<file path="src/rtl/stack.sv">
// stack: synchronous LIFO of DEPTH words, WL bits each.
// One push or one pop per clock, registered pop data, FULL/EMPTY decoded
// from the occupancy pointer, registered ERROR for illegal requests.
// Optional build macro: STACK_STICKY_ERROR_EN -- when defined, ERROR latches
// high on the first illegal request and stays high until RST.
module stack #(
    parameter int WL    = 4,
    parameter int DEPTH = 4
) (
    input  logic          CLK,
    input  logic          RST,
    input  logic          rReq,
    input  logic          wReq,
    input  logic [WL-1:0] din,
    output logic [WL-1:0] dout,
    output logic          FULL,
    output logic          EMPTY,
    output logic          ERROR
);

    // Address width indexes DEPTH words; pointer needs one extra bit to hold DEPTH.
    localparam int AW  = (DEPTH > 1) ? $clog2(DEPTH) : 1;
    localparam int SPW = $clog2(DEPTH) + 1;

    logic [SPW-1:0] r_sp;
    logic [WL-1:0]  r_mem [DEPTH];
    logic [WL-1:0]  r_dout;
    logic           r_error;

    logic           w_full;
    logic           w_empty;
    logic           w_push;
    logic           w_pop;
    logic           w_illegal;
    logic [AW-1:0]  w_wr_addr;
    logic [AW-1:0]  w_rd_addr;

    // Request decode: legal push/pop, misuse detection and memory addresses.
    always_comb begin
        w_full    = (r_sp == SPW'(DEPTH));
        w_empty   = (r_sp == '0);
        w_push    = wReq & ~rReq & ~w_full;
        w_pop     = rReq & ~wReq & ~w_empty;
        w_illegal = (wReq & rReq) | (wReq & w_full) | (rReq & w_empty);
        w_wr_addr = AW'(r_sp);
        w_rd_addr = AW'(r_sp - SPW'(1));
    end

    // Occupancy pointer: moves only on a legal push or pop, never wraps.
    always_ff @(posedge CLK or posedge RST) begin
        if (RST) begin
            r_sp <= '0;
        end else if (w_push) begin
            r_sp <= r_sp + SPW'(1);
        end else if (w_pop) begin
            r_sp <= r_sp - SPW'(1);
        end
    end

    // Storage array: written on a legal push; no reset since contents are don't-care.
    always_ff @(posedge CLK) begin
        if (w_push && !RST) begin
            r_mem[w_wr_addr] <= din;
        end
    end

    // Pop data register: captures the top word on a legal pop, otherwise holds.
    always_ff @(posedge CLK or posedge RST) begin
        if (RST) begin
            r_dout <= '0;
        end else if (w_pop) begin
            r_dout <= r_mem[w_rd_addr];
        end
    end

    // Error flag: per-cycle by default, latched until reset in the sticky build.
    always_ff @(posedge CLK or posedge RST) begin
        if (RST) begin
            r_error <= 1'b0;
        end else begin
`ifdef STACK_STICKY_ERROR_EN
            r_error <= r_error | w_illegal;
`else
            r_error <= w_illegal;
`endif
        end
    end

    assign dout  = r_dout;
    assign FULL  = w_full;
    assign EMPTY = w_empty;
    assign ERROR = r_error;

endmodule

</file>
<file path="config.mk">
export PLATFORM = sky130hd
export DESIGN_NAME = stack
export DESIGN_NICKNAME = d
export VERILOG_FILES = /design/src/rtl/stack.sv
export SDC_FILE = /design/constraint.sdc
export NUM_CORES = 1
export LEC_CHECK = 0
export ABC_AREA = 1
export CAP_MARGIN = 20
export CORE_MARGIN = 2
export CORE_UTILIZATION = 40
export CTS_BUF_LIST = sky130_fd_sc_hd__clkbuf_8
export CTS_CLUSTER_DIAMETER = 30
export CTS_CLUSTER_SIZE = 14
export DETAILED_ROUTE_END_ITERATION = 10
export PLACE_DENSITY = 0.59
export SLEW_MARGIN = 0
export SYNTH_ARGS = -nofsm -noshare
export SYNTH_HDL_FRONTEND = slang
export SYNTH_SLANG_ARGS = --single-unit
</file>
<file path="constraint.sdc">
create_clock -name CLK -period 1.9 [get_ports CLK]
set_input_delay 0.38 -clock CLK [delete_from_list [all_inputs] [get_ports CLK]]
set_output_delay 0.38 -clock CLK [all_outputs]
set_load 0.005 [all_outputs]
</file>
### Routed metal, one color a layer

Scale: 10 px per um. Two of the layers only.
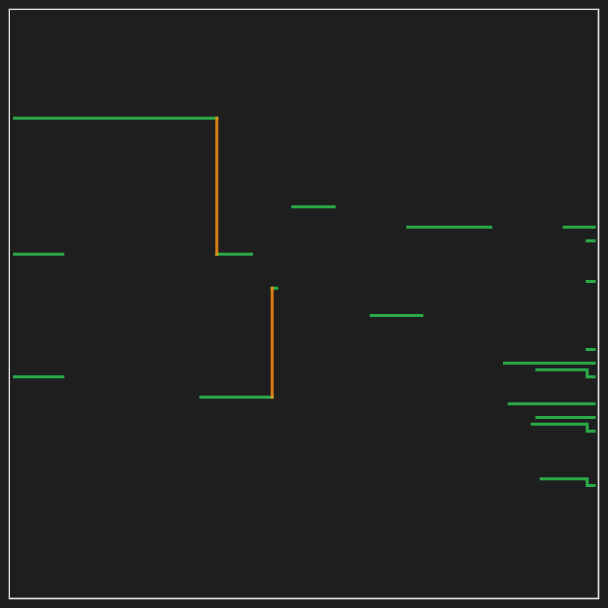
legend:
  M3:
    color: green
    wire_length: 106 um
  M4:
    color: orange
    wire_length: 24.5 um
per-cell routed wire length: 11.5 um
via count: 883
GRT Total Usage: 14.0%
Routed WL: 2.18 mm

==> impl_metrics.yaml <==
# implementation run metrics
run_status:
  violations: "DRC"
  status: "finished with violations"
logic_synthesis:
  yosysSeqAreaShare_pct: 56.7
  synthCells: 135
  syn_area_sq_um: 1200
  yosysWarnings: 0
  ys_top_cells_by_area: "edfxtp_1 (40%), dfrtp_1 (17%), nand2_1 (15%)"
  yosysMostFrequentCell: "nand2_1"
  fp_nets: 148
  synth_flop_count: 24
  yosysCellCount: 135
  ff_type: "edfxtp_1"
  yosys.area.top_type: "edfxtp_1"
  ys_chip_area_sq_um: 1200
  synth-edff-count: 16
  synth_top_area_share_pct: 40.0
  common_cells: "nand2_1 (49), inv_1 (27), edfxtp_1 (16)"
clock_tree:
  cts_root_buffer: "clkbuf_8"
  cts-resized-gates: 6
  cts_tree: "yes"
  numCtsBuffers: 3
  clkSlewWorstSetupHoldPaths_ns: 0.08
  cts_hold_buf: 0
  cts_sinks: 24
  clockBufferDepth: 2
  cts_setup_buffers: 1
  clock.latency.late_pin_ns: 0.26
  htree_levels: 1
setup_path:
  reg2regPathDepth: 7
  rr_endpoint: "r_mem[2][0]"
  cpPeakStageDelay_ns: 0.41
  worst_path_max_delay_cell: "dfrtp_1"
  timing.rr.start: "r_sp[1]"
  crit_type: "reg2out"
  worstPathRequired_ns: 1.52
  start_kind: "flip-flop"
die:
  die_w_um: 58.8
  chipHeight_um: 58.8
  core_sq_um: 2810
  die-area_sq_um: 3450
  fp-row-count: 19
  fp_util_pct: 42.8
cells_and_area:
  syn2layout_area_growth_pct: 24.1
  lay_top_count: "nand2_1"
  fin_util_pct: 53.1
  final_net_count: 173
  final_cell_area_sq_um: 1490
  fillCellCount: 265
  lay_top_cells: "nand2_1 (49), inv_1 (25), edfxtp_1 (16)"
  diodes: 0
  drive_gt1_share_pct: 15.1
timing:
  setup_violations: 0
  fin_ws_ns: 0.208
  finalClockPeriodUsage_pct: 89.0
  fmax_ghz: 0.591
  fin_skew_ns: 0.000937
  hold_viol: 0
  rsz0062_at_grt: "no"
  tightestPinTransition_ns: 0.320
  slew_headroom_pct: 78.6
  period_needed_ns: 1.69
  slew_viol_final: 0
  hold_ws_ns: 0.419
  tns_ns: 0
drt:
  ant_nets: 0
  remaining_drc_errors: 3
  drtIter0Drc: 39
  vias_per_cell: 4.65
placed_design:
  pre_cts_ws_ns: -0.0318
  globalplace.congestion: 0.904
  placed_area_sq_um: 1420
  hpwl_mm: 1.72
flow_run:
  warnings: 30
  drv_cap: 0
pwr:
  peakVddDrop_mv: 0.521
  total_power_mw: 2.00
  powerDensity_nw_per_um2: 1350
  p_leak_nw: 0.738
global_route:
  overflow: 0
  grt_pass1_vias: 844
  grt_pass1_wl_mm: 3.62
  grt_max_degree: 14
min_path:
  hold_class: "in2async"
### Wires at chosen ports, followed through buffers

Scale: 6 px per um.
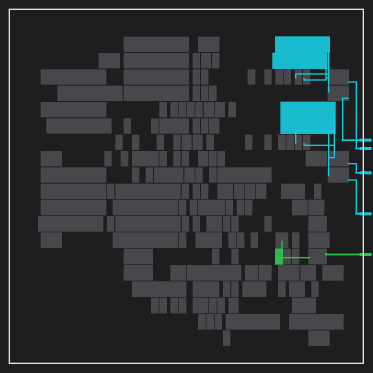
legend:
  FULL:
    color: green
    bits: 1
    direction: output
    end_cells: 1
    wire: 13.5 um
  dout:
    color: cyan
    bits: 4
    direction: output
    end_cells: 4
    wire: 84.9 um
Port Buf Inserts: 14
boundary pin count: 15

-- flip-flops by register name, indices dropped and copies added (netlist names) --
name and flops:
ERROR 1, r_mem 16, r_sp 3, dout 4
-- worst max-delay path, delay by kind of cell (launching register included) --
kind / cells / cell delay [ns]
adders and majority gates: 1 / 0.14
DFF: 1 / 0.41
buffers and inverters: 3 / 0.38
and+or+nand+nor: 1 / 0.11
-- worst max-delay path by stage --
stage | end | from | slack (ns) | cells past startpoint
final | EMPTY | r_sp[1] | 0.21 | 5
after detailed placement | r_mem[2][0] | wReq | -0.03 | 5
after global routing | EMPTY | r_sp[0] | 0.11 | 5
after global placement | r_mem[3][1] | wReq | -0.007 | 5
after CTS | EMPTY | r_sp[1] | 0.20 | 5
after floorplan | r_mem[0][0] | r_sp[0] | 0.15 | 8
-- logic make-up after synthesis --
kind of cell	after synthesis	synth area share (%)
and+or+nand+nor	74	27.4
DFF	24	56.7
AOI/OAI and AO/OA	1	0.626
adders and majority gates	5	5.21
buffers and inverters	31	10.0
-- where the power goes --
| group | internal (mW) | leakage [nW] | total [mW] | switching, mW |
|---|---|---|---|---|
| Combinational | 0.435 | 0.466 | 0.950 | 0.515 |
| Clock | 0.185 | 0.0288 | 0.335 | 0.150 |
| Sequential | 0.657 | 0.243 | 0.719 | 0.0623 |
| Total | 1.28 | 0.738 | 2.00 | 0.727 |
-- area by class of cell --
cell class              count  area [sq um]  share of cell area, %
well taps                  31          38.8                   2.61
flip-flops and latches     24           681                   45.7
multi-input cells          80           412                   27.6
clock buffers               4          55.1                   3.70
repair buffers             21           190                   12.8
inverters                  30           113                   7.56
-- layer usage --
layer  track usage, %  wire (um)
met2             23.2       1010
met4             5.19         24
met1             17.8       1030
met3             3.30        105
met5                0          0
Power figures rest on the tool's default switching activity, not on a simulated workload.
